<file path="config.mk">
export PLATFORM = sky130hd
export DESIGN_NAME = muldiv_unit
export DESIGN_NICKNAME = d
export VERILOG_FILES = /design/src/rtl/muldiv_unit.sv
export SDC_FILE = /design/constraint.sdc
export NUM_CORES = 1
export LEC_CHECK = 0
export CORE_AREA = 5 5 161 163
export DETAILED_ROUTE_END_ITERATION = 12
export DIE_AREA = 0 0 166 168
export GPL_TIMING_DRIVEN = 0
export HOLD_SLACK_MARGIN = 0.12
export PLACE_DENSITY = 0.88
export SLEW_MARGIN = 20
export SYNTH_ARGS = -nofsm -noshare
export SYNTH_HDL_FRONTEND = slang
export SYNTH_SLANG_ARGS = --single-unit
</file>
<file path="constraint.sdc">
create_clock -name clk -period 3.72 [get_ports clk]
set_input_delay 0.744 -clock clk [delete_from_list [all_inputs] [get_ports clk]]
set_output_delay 0.744 -clock clk [all_outputs]
set_load 0.02 [all_outputs]
</file>
<file path="src/rtl/muldiv_unit.sv">
// muldiv_unit: iterative RV32M/RV64M multiply/divide unit for the EX stage.
// Shift-add multiply and restoring divide share one 2*XLEN working register.
// Operands are reduced to magnitudes on accept, and the sign is fixed up at the end.
// Divide-by-zero and signed overflow skip the iteration entirely.
module muldiv_unit #(
  parameter int XLEN = 32
) (
  input  logic            clk,
  input  logic            rst_n,
  input  logic [31:0]     instruction,
  input  logic [XLEN-1:0] op_a,
  input  logic [XLEN-1:0] op_b,
  input  logic            in_valid,
  output logic            in_ready,
  output logic            is_m,
  input  logic            flush,
  output logic            busy,
  output logic            out_valid,
  input  logic            out_ready,
  output logic [XLEN-1:0] result
);

  localparam int CW = $clog2(XLEN) + 1;

  localparam logic [1:0] S_IDLE = 2'd0;
  localparam logic [1:0] S_CALC = 2'd1;
  localparam logic [1:0] S_DONE = 2'd2;

  localparam logic [XLEN-1:0]   ONE_X    = XLEN'(1);
  localparam logic [2*XLEN-1:0] ONE_2X   = (2*XLEN)'(1);
  localparam logic [XLEN-1:0]   MOST_NEG = {1'b1, {(XLEN-1){1'b0}}};

  logic [1:0]        r_state;
  logic [CW-1:0]     r_cnt;
  logic [2:0]        r_f3;
  logic [2*XLEN-1:0] r_acc;     // mul: {product hi, multiplier/lo}; div: {remainder, quotient}
  logic [XLEN-1:0]   r_b;       // multiplicand or divisor magnitude
  logic              r_neg;     // negate product / quotient
  logic              r_neg_rem; // negate remainder
  logic [XLEN-1:0]   r_result;

  // Decode
  logic [2:0]      w_f3;
  logic            w_accept;
  logic            w_a_signed;
  logic            w_b_signed;
  logic            w_sa;
  logic            w_sb;
  logic [XLEN-1:0] w_mag_a;
  logic [XLEN-1:0] w_mag_b;
  logic            w_div_zero;
  logic            w_ovf;
  logic            w_special;
  logic [XLEN-1:0] w_special_result;
  logic            w_unused_bits;

  assign w_f3          = instruction[14:12];
  assign is_m          = (instruction[6:0] == 7'b0110011) && (instruction[31:25] == 7'b0000001);
  assign in_ready      = (r_state == S_IDLE);
  assign busy          = (r_state != S_IDLE);
  assign out_valid     = (r_state == S_DONE);
  assign result        = r_result;
  assign w_accept      = in_valid && in_ready && is_m && !flush;
  assign w_unused_bits = ^{instruction[24:15], instruction[11:7]};

  // MULH, MULHSU, DIV, REM treat rs1 as signed; MULH, DIV, REM treat rs2 as signed
  assign w_a_signed = (w_f3 == 3'b001) || (w_f3 == 3'b010) || (w_f3 == 3'b100) || (w_f3 == 3'b110);
  assign w_b_signed = (w_f3 == 3'b001) || (w_f3 == 3'b100) || (w_f3 == 3'b110);
  assign w_sa       = w_a_signed && op_a[XLEN-1];
  assign w_sb       = w_b_signed && op_b[XLEN-1];
  assign w_mag_a    = w_sa ? (~op_a + ONE_X) : op_a;
  assign w_mag_b    = w_sb ? (~op_b + ONE_X) : op_b;

  assign w_div_zero = (op_b == '0);
  assign w_ovf      = !w_f3[0] && (op_a == MOST_NEG) && (op_b == '1);
  assign w_special  = w_f3[2] && (w_div_zero || w_ovf);

  // Divide-by-zero takes priority: REM gives the dividend, DIV gives all-ones
  always_comb begin
    w_special_result = '0;
    if (w_div_zero)
      w_special_result = w_f3[1] ? op_a : '1;
    else
      w_special_result = w_f3[1] ? '0 : MOST_NEG;
  end

  // Multiply step: conditional add into the high half, then shift right with carry
  logic [XLEN:0]     w_mul_sum;
  logic [2*XLEN-1:0] w_mul_next;
  assign w_mul_sum  = {1'b0, r_acc[2*XLEN-1:XLEN]} + {1'b0, r_b};
  assign w_mul_next = r_acc[0] ? {w_mul_sum, r_acc[XLEN-1:1]} : {1'b0, r_acc[2*XLEN-1:1]};

  // Restoring divide step: shift in next dividend bit, keep the difference when it does not borrow
  logic [XLEN:0]     w_div_shift;
  logic [XLEN:0]     w_div_diff;
  logic [2*XLEN-1:0] w_div_next;
  assign w_div_shift = {r_acc[2*XLEN-1:XLEN], r_acc[XLEN-1]};
  assign w_div_diff  = w_div_shift - {1'b0, r_b};
  assign w_div_next  = w_div_diff[XLEN] ? {w_div_shift[XLEN-1:0], r_acc[XLEN-2:0], 1'b0}
                                        : {w_div_diff[XLEN-1:0],  r_acc[XLEN-2:0], 1'b1};

  // Sign correction and result selection once the iterations are complete
  logic [2*XLEN-1:0] w_prod;
  logic [XLEN-1:0]   w_quo;
  logic [XLEN-1:0]   w_rem;
  logic [XLEN-1:0]   w_final;
  assign w_prod = r_neg ? (~r_acc + ONE_2X) : r_acc;
  assign w_quo  = r_neg ? (~r_acc[XLEN-1:0] + ONE_X) : r_acc[XLEN-1:0];
  assign w_rem  = r_neg_rem ? (~r_acc[2*XLEN-1:XLEN] + ONE_X) : r_acc[2*XLEN-1:XLEN];

  // Pick the rd value for the latched funct3
  always_comb begin
    w_final = '0;
    case (r_f3)
      3'b000:                 w_final = w_prod[XLEN-1:0];
      3'b001, 3'b010, 3'b011: w_final = w_prod[2*XLEN-1:XLEN];
      3'b100, 3'b101:         w_final = w_quo;
      default:                w_final = w_rem;
    endcase
  end

  // Control FSM and datapath. CALC runs XLEN iteration cycles, then one more
  // cycle applies the sign correction and enters DONE.
  always_ff @(posedge clk) begin
    if (!rst_n) begin
      r_state   <= S_IDLE;
      r_cnt     <= '0;
      r_f3      <= '0;
      r_acc     <= '0;
      r_b       <= '0;
      r_neg     <= 1'b0;
      r_neg_rem <= 1'b0;
      r_result  <= '0;
    end else if (flush) begin
      r_state <= S_IDLE;
    end else begin
      case (r_state)
        S_IDLE: begin
          if (w_accept) begin
            r_f3      <= w_f3;
            r_acc     <= {{XLEN{1'b0}}, w_mag_a};
            r_b       <= w_mag_b;
            r_neg     <= w_sa ^ w_sb;
            r_neg_rem <= w_sa;
            r_cnt     <= '0;
            if (w_special) begin
              r_result <= w_special_result;
              r_state  <= S_DONE;
            end else begin
              r_state <= S_CALC;
            end
          end
        end
        S_CALC: begin
          if (r_cnt == CW'(XLEN)) begin
            r_result <= w_final;
            r_state  <= S_DONE;
          end else begin
            r_acc <= r_f3[2] ? w_div_next : w_mul_next;
            r_cnt <= r_cnt + CW'(1);
          end
        end
        S_DONE: begin
          if (out_ready)
            r_state <= S_IDLE;
        end
        default: r_state <= S_IDLE;
      endcase
    end
  end

endmodule
</file>
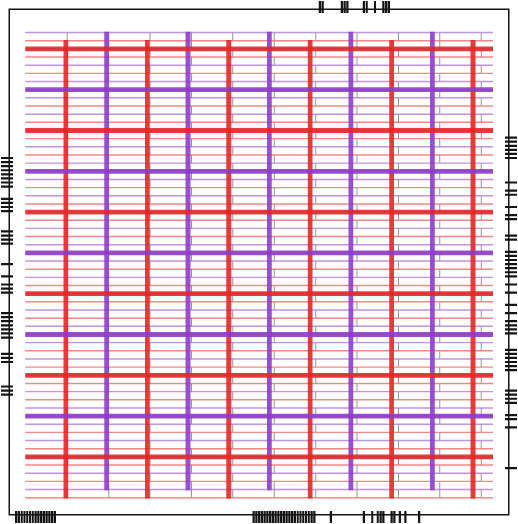
(run_1/power_grid.png)
Drawn at 3 px/um. Pins as bars on the die edge. Tap cells in grey.
colour	net
purple	VDD
red	VSS
met1 rails	58
tap cells	324
met4 straps	11
Max IR drop VDD: 0.205 mV
core area: 24,200 um^2

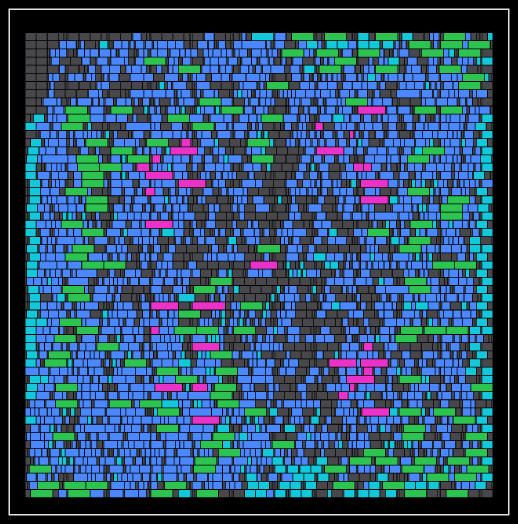
(run_1/placement_by_type.png)
Drawn at 3 px/um. Fill, decap, tap and diode cells in grey.
colour	class	cells
cyan	other buffers and delay cells	275
blue	combinational and other logic	1,707
magenta	clock drivers and dummy loads	32
green	flops	141
Final Util: 69.6%
Post-Layout Inst Area: 16,800 um^2
Std-Cell Rows: 57
fraction of area in registers: 16.8%

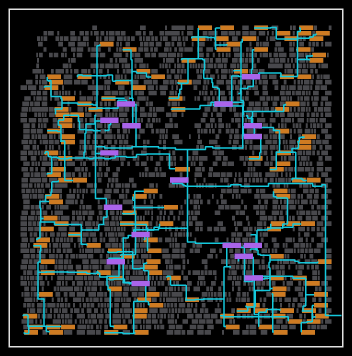
(run_1/clk_routes.png)
Drawn at 2 px/um.
[purple] clock drivers | count: 17
[orange] flip-flops | count: 141
[cyan] clock wires | length: 2,460 um
flops lie	spread over the die
final clock skew: 16.3 ps
Late-Pin Clk Latency: 460 ps
Clock power frac: 48.7%
P_clk: 1.78 mW

==> out/qor.csv, run 1 <==
stage,metric,value,unit
outcome,outcome,"finished, violations left",
outcome,failed_checks,negative setup slack,
final_timing,rsz0062_at_grt,true,
route,detailroute.wirelength.met2,27.6,mm
cells_and_area,comb_area,10800,um^2
logic_synthesis,xor_share,11.1,%
pwr,switching_share,28.5,%
logic_synthesis,top_cell_area_share,19.7,%
logic_synthesis,yosys_register_bits,141,
setup_path,crit_path_start_kind,flip-flop,
pwr,leakage,6.37,nW
grt,met1_usage,50.3,%
cts,cts-buffers-inserted,17,
cts,clkTransAtPathRegs,70,ps
setup_path,crit_path_frequent_cell,a21oi_1,
cts,clk_path_buf_depth,2,
logic_synthesis,synth_stat.cells,1990,
setup_path,crit_path_end,result[21],
grt,grt_max_degree,17,
cells_and_area,final_common_cell,nand2_1,
run,warning_count,44,
logic_synthesis,syn_inst,1990,
setup_path,timing.rr.start,r_acc[14],
placed_design,post-place-cells,2433,
route,post-route-drc-count,0,
setup_path,cp-end-kind,flip-flop,
route,first_pass_iters,8,
cells_and_area,comb_cells,1636,
final_timing,layout_setup_ws,-35.8,ps
floorplan,chip_area,27900,um^2
final_timing,fin_tns_setup,-47.3,ps
grt,busiest_layer,met2,
final_timing,final.period_utilization,101,%
pwr,p_int,2.62,mW
logic_synthesis,yosys-stat-area,14300,um^2
logic_synthesis,mux_share,5.49,%
pwr,sequentialPowerShare,41.2,%
cells_and_area,clkCellAreaFrac,3.40,%
floorplan,io_pins,137,
cells_and_area,comb_share,64.3,%
run,maxCapViolations,0,
grt,grt-ovfl-total,0,
logic_synthesis,synth-edff-count,0,
logic_synthesis,floorplan.nets,2164,
setup_path,crit_buf_inv,1,
cells_and_area,largest_reg_flops,64,
pwr,power.total,3.66,mW
floorplan,initCoreUtil,59.3,%
pwr,powerDensity,218,nW/um^2
placed_design,port_buffers,119,
logic_synthesis,synthFlopType,dfxtp_1,
pwr,powerComb,373,uW
final_timing,slew_headroom,28.7,%
floorplan,nWellTaps,324,
route,highest_layer,met4,
logic_synthesis,aoi_share,28.8,%
grt,grtUsageMet3,8.77,%
final_timing,maxSlewViolCount,0,
floorplan,dieWidth,166,um
setup_path,r2r_cells,10,
placed_design,placed_area,15900,um^2
logic_synthesis,ys_top_logic_family,AND-OR/OR-AND gates,
setup_path,worstReg2RegEnd,result[21],
final_timing,setup_viol,2,
cts,postCtsHoldBufs,0,
pwr,p_seq,1.51,mW
logic_synthesis,synthDistinctLibCells,88,
logic_synthesis,synth_top_cell_by_count,nand2_1,
cells_and_area,num_antenna_cells,0,
grt,grt_pass1_wl,95.1,mm
logic_synthesis,synth-simple-area-share,22.4,%
min_path,hp-start,result[29],
setup_path,critPathMaxFanout,10,
final_timing,finalHoldViolations,0,
cells_and_area,num-fill-cells,2041,
cts,cts_sinks,141,
cells_and_area,regArea,2820,um^2
final_timing,hold-worst-slack,456,ps
cts,root_buffer,clkbuf_16,
cells_and_area,regMostFlops,r_acc,
cells_and_area,final_cell_mix,"nand2_1, a21oi_1, nor2_1",
setup_path,slowest_stage,or4_1,
logic_synthesis,synthesis.area,14300,um^2
min_path,hold_path.class,reg -> reg,
placed_design,post-place-ws,-1100,ps
logic_synthesis,ys_warn_count,0,
logic_synthesis,syn_avg_cell_area,7.20,um^2
route,m1WireLength,22.1,mm
==> run 1 -> run 2 <==
--- a/config.mk
+++ b/config.mk
@@ -11,6 +11,7 @@
 export GPL_TIMING_DRIVEN = 0
 export HOLD_SLACK_MARGIN = 0.12
 export PLACE_DENSITY = 0.88
+export REMOVE_ABC_BUFFERS = 1
 export SLEW_MARGIN = 20
 export SYNTH_ARGS = -nofsm -noshare
 export SYNTH_HDL_FRONTEND = slang
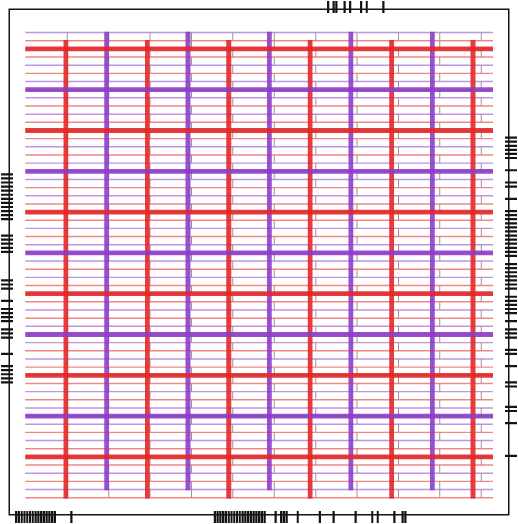
(run_2/power_grid.png)
Drawn at 3 px/um. Pins as bars on the die edge. Tap cells in grey.
colour	net
red	VSS
purple	VDD
rows	57
met5 straps	11
met4 straps	11
met1 rails	58
tap cells	324
die height: 168 um
Die X-Extent: 166 um
Max IR drop VDD: 0.293 mV

==> run 2 against run 1 <==
Against the previous run: the run ends with design-rule violations left; flip-flop count stayed put; synthesized area is the same; worst hold slack worse by 1.0 ps; cell area is 1.1% lower; routed wire length decreased by 21%; non-clock buffer count is 116 lower; largest cell class unchanged; largest power group unchanged; highest routed layer unchanged.
==> out/qor.csv, run 2 <==
stage,metric,value,unit,change
pwr,power.total,3.58,mW,was 3.66 mW
setup_path,r2r_cells,11,,was 10
logic_synthesis,yosys-stat-area,14300,um^2,unchanged
cts,clkTransAtPathRegs,60,ps,was 70 ps
grt,busiest_layer,met2,,unchanged
logic_synthesis,synth-simple-area-share,22.4,%,unchanged
final_timing,final.period_utilization,98.4,%,was 101%
cells_and_area,comb_share,65.1,%,was 64.3%
logic_synthesis,area_leaders,"dfxtp_1, xnor2_1, ha_1, a21oi_1, nand2_1",,unchanged
logic_synthesis,synth_stat.cells,1990,,unchanged
floorplan,io_pins,137,,unchanged
grt,met1_usage,41.2,%,was 50.3%
logic_synthesis,mux_share,5.49,%,unchanged
pwr,sequentialPowerShare,42.1,%,was 41.2%
final_timing,hold-worst-slack,455,ps,was 456 ps
floorplan,nWellTaps,324,,unchanged
cts,clk_path_buf_depth,2,,unchanged
pwr,p_int,2.64,mW,was 2.62 mW
pwr,powerDensity,215,nW/um^2,was 218 nW/um^2
floorplan,std_cell_rows,57,,unchanged
logic_synthesis,synthesis.area,14300,um^2,unchanged
pwr,switching_share,26.1,%,was 28.5%
outcome,outcome,"finished, violations left",,unchanged
logic_synthesis,synth_top_cell_by_count,nand2_1,,unchanged
logic_synthesis,ys_top_logic_family,AND-OR/OR-AND gates,,unchanged
route,highest_layer,met4,,unchanged
placed_design,placed_area,15700,um^2,"was 15,900 um^2"
logic_synthesis,aoi_share,28.8,%,unchanged
setup_path,timing.rr.start,r_acc[33],,was r_acc[14]
cells_and_area,final_core_util,68.9,%,was 69.6%
setup_path,crit_path_frequent_cell,a21oi_1,,unchanged
cts,postCtsHoldBufs,0,,unchanged
setup_path,crit_buf_inv,1,,unchanged
setup_path,critPathMaxFanout,8,,was 10
cells_and_area,final_cell_mix,"nand2_1, a21oi_1, nor2_1",,unchanged
grt,grt_pass1_wl,77.1,mm,was 95.1 mm
final_timing,setup_viol,0,,was 2
cells_and_area,regArea,2850,um^2,was 2820 um^2
cells_and_area,clkCellAreaFrac,3.45,%,was 3.40%
placed_design,post-place-ws,-1330,ps,was -1100 ps
setup_path,worstReg2RegEnd,result[12],,was result[21]
final_timing,fin_tns_setup,0,ps,was -47.3 ps
logic_synthesis,xor_share,11.1,%,unchanged
route,post-route-drc-count,8,,was 0
min_path,hp-start,result[20],,was result[29]
outcome,failed_checks,design-rule violations,,was negative setup slack
cells_and_area,regMostFlops,r_acc,,unchanged
grt,grtUsageMet3,7.29,%,was 8.77%
setup_path,cp-end-kind,flip-flop,,unchanged
run,maxCapViolations,0,,unchanged
cells_and_area,design_area,16700,um^2,"was 16,800 um^2"
final_timing,slew_headroom,24.8,%,was 28.7%
logic_synthesis,ys_warn_count,0,,unchanged
pwr,powerComb,345,uW,was 373 uW
setup_path,slowest_stage,or4_1,,unchanged
cts,cts_sinks,141,,unchanged
route,m1WireLength,19.4,mm,was 22.1 mm
floorplan,chip_area,27900,um^2,unchanged
grt,grt-ovfl-total,0,,unchanged
floorplan,core_area,24200,um^2,unchanged
cts,root_buffer,clkbuf_16,,unchanged
placed_design,post-place-cells,2307,,"was 2,433"
pwr,p_seq,1.51,mW,about the same
setup_path,crit_path_start_kind,flip-flop,,unchanged
route,detailroute.wirelength.met2,22.5,mm,was 27.6 mm
logic_synthesis,synth-edff-count,0,,unchanged
cells_and_area,largest_reg_flops,64,,unchanged
grt,grt_max_degree,48,,was 17
cells_and_area,num_antenna_cells,0,,unchanged
logic_synthesis,top_cell_area_share,19.7,%,unchanged
logic_synthesis,synthDistinctLibCells,88,,unchanged
cells_and_area,sh_seq_area,17.1,%,was 16.8%
final_timing,finalHoldViolations,0,,unchanged
cells_and_area,final_common_cell,nand2_1,,unchanged
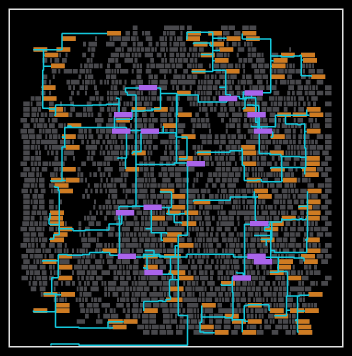
(run_2/clk_routes.png)
Drawn at 2 px/um.
P_clk: 1.72 mW
Clock power frac: 48.2%
final clock skew: 16.2 ps
Late-Pin Clk Latency: 450 ps

Power figures rest on the tool's default switching activity, not on a simulated workload.
